==> config.mk <==
export PLATFORM = sky130hd
export DESIGN_NAME = sweep_ctrl_flat
export DESIGN_NICKNAME = d
export VERILOG_FILES = /design/src/rtl/sweep_ctrl_if.sv /design/src/rtl/sweep_ctrl.sv /design/src/flat_wrapper.sv
export SDC_FILE = /design/constraint.sdc
export NUM_CORES = 1
export LEC_CHECK = 0
export CELL_PAD_IN_SITES_DETAIL_PLACEMENT = 1
export CELL_PAD_IN_SITES_GLOBAL_PLACEMENT = 2
export CORE_UTILIZATION = 28
export CTS_CLUSTER_SIZE = 12
export DETAILED_ROUTE_END_ITERATION = 8
export MAX_ROUTING_LAYER = met4
export PLACE_DENSITY = 0.89
export SYNTH_ARGS = -nofsm -noshare
export SYNTH_HDL_FRONTEND = slang
export SYNTH_SLANG_ARGS = --single-unit
export TNS_END_PERCENT = 50
==> constraint.sdc <==
create_clock -name clk -period 6.2 [get_ports clk]
set_input_delay 1.86 -clock clk [delete_from_list [all_inputs] [get_ports clk]]
set_output_delay 1.86 -clock clk [all_outputs]
set_load 0.1 [all_outputs]
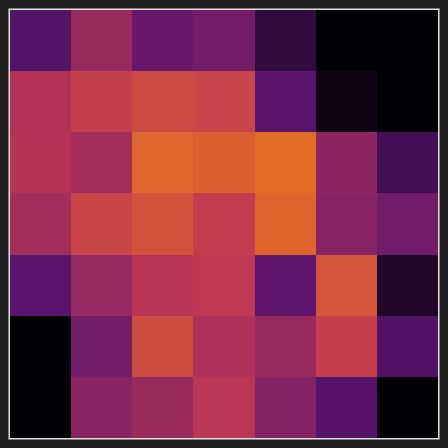
*Cell density map*
7 x 7 tiles, from black (low) to pale yellow (high), 0 to 100% covered.
The emptiest ninth of the die: upper right. 12% of the tiles are nearly empty. The mean over all tiles is 36%. The densest ninth of the die: center. The fullest tile reaches 66%.
share of the core filled by cells before placement: 30.0%
final cell utilization of the core: 41.8%

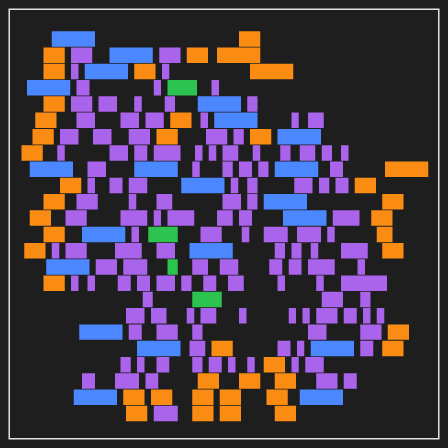
*Placement by cell class*
Key: clock drivers and dummy loads = green [cells 4, share of their area 2.5%]; remaining logic cells = purple [cells 132, share of their area 50%]; registers = blue [cells 21, share of their area 23%]; remaining buffers and delay cells = orange [cells 42, share of their area 25%]
post-route standard cell area excluding fillers: 1880 sq um
total core area: 4500 sq um

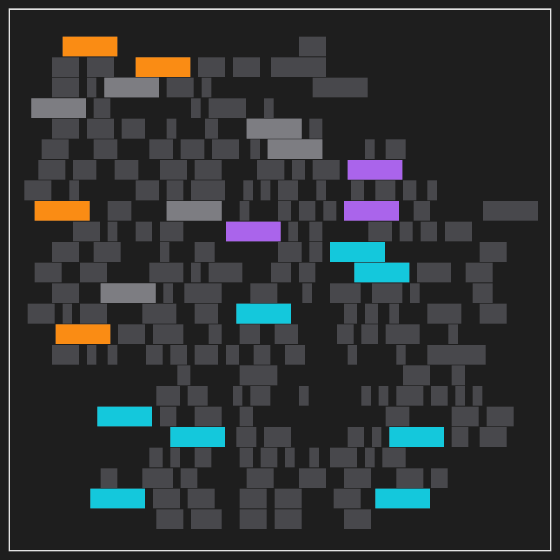
*Sequential cells grouped by signal name*
Key: `u_core.state_q` = purple [sequential cells 3]; `u_core.bus.cnt_d` = orange [sequential cells 4]; `u_core.bus.sweeps_left` = cyan [sequential cells 8]
Another 6 sequential cells are not colored.
power of the sequential group: 0.154 mW
sequential share of cell area: 22.3%
Flop area: 420 sq um

==> flow_metrics.rpt <==
PHYSICAL IMPLEMENTATION REPORT
----------------------------------------------------
[Outcome]
  Status ........................ finished, final reports clean

[Detailed routing]
  Total routed wire length on the met1 layer ........................ roughly 1900 um
  DRC ........................ 0
  Overall via count from detail_route ........................ 1286
  Met2 wire length ........................ roughly 1900 um
  Met3 WL ........................ 83 um

[Setup path]
  Worst Setup End Kind ........................ output port
  Type of the worst setup path ........................ input pin to output port
  Cell-by-cell trace of the critical path ........................ clkdlybuf4s50_1 -> xnor2_1 -> nand4_1 -> o32a_1 -> nor2_1 -> buf_12
  Maximum fanout along the worst path ........................ 3
  Count of cell instances traversed by the critical path ........................ 6

[Yosys]
  Async set-reset flop share out of synthesis ........................ 0%
  Cell type with the largest total area ........................ sky130_fd_sc_hd__dfxtp_1
  Top area cell types ........................ sky130_fd_sc_hd__dfxtp_1, sky130_fd_sc_hd__mux2i_1, sky130_fd_sc_hd__nor2_1, sky130_fd_sc_hd__ha_1, sky130_fd_sc_hd__xnor2_1
  Unique masters post-synth ........................ 39

[Global routing]
  Busiest grt layer ........................ met2
  GRT Overall Usage ........................ 16.8%

[Final layout]
  Top cell excl fill/tap ........................ sky130_fd_sc_hd__clkdlybuf4s50_1
  Plain + repair buffers ........................ 42
  Comb area share ........................ 46.4%
  P&R area growth vs syn ........................ 39.4%
  Signal inverters ........................ 8
  Signal buf overhead ........................ 23.8%
  Multi-input gate area in the final layout ........................ 873 sq um
  Total inserted antenna cells ........................ 0
  Filler Cells Inserted ........................ approximately 530
  Number of sequential cells ........................ 21

[STA]
  Clock period minus worst slack ........................ 5.35 ns
  Total negative setup slack ........................ 0 ns
  Final setup slack of the worst path ........................ 0.850 ns

[CTS]
  TritonCTS clock tree ........................ yes
  H-tree Lvls ........................ 1
  Number of hold buffers added after cts ........................ 0
  Buffers inserted during post-CTS setup optimization ........................ 0
  TritonCTS buffer count ........................ 3

[Pwr]
  Sum of internal, switching and leakage power ........................ 0.410 mW
  Net switching share of the total power ........................ 39.5%
  Register share of total power ........................ 37.5%
  LEAKAGE ........................ 0.808 nW

[Run]
  Max capacitance violation total ........................ 0

[Floorplan]
  Number of rows created at floorplan ........................ 24

[Placed design]
  Placed cell count ........................ roughly 250

----------------------------------------------------
-- logic make-up (layout without fill, tap and decap cells) --
logic type | Yosys count | after routing | synth area share, %
compound gates | 25 | 25 | 12.6
xor+xnor | 11 | 11 | 7.13
fa+ha+maj | 5 | 5 | 4.63
buf+inv | 15 | 54 | 4.26
flops | 21 | 21 | 31.1
mux | 18 | 18 | 13.7
simple gates | 65 | 65 | 26.6
-- power by group through the flow --
| stage | logic (mW) | registers (mW) | clock network (mW) |
|---|---|---|---|
| after floorplan | 0.0807 | 0.189 | 0 |
| after global routing | 0.172 | 0.155 | 0.104 |
| after global placement | 0.159 | 0.156 | 0 |
| final | 0.161 | 0.154 | 0.0958 |
| after detailed placement | 0.162 | 0.157 | 0 |
| after CTS | 0.162 | 0.154 | 0.0994 |
Power and IR drop assume default switching activity.
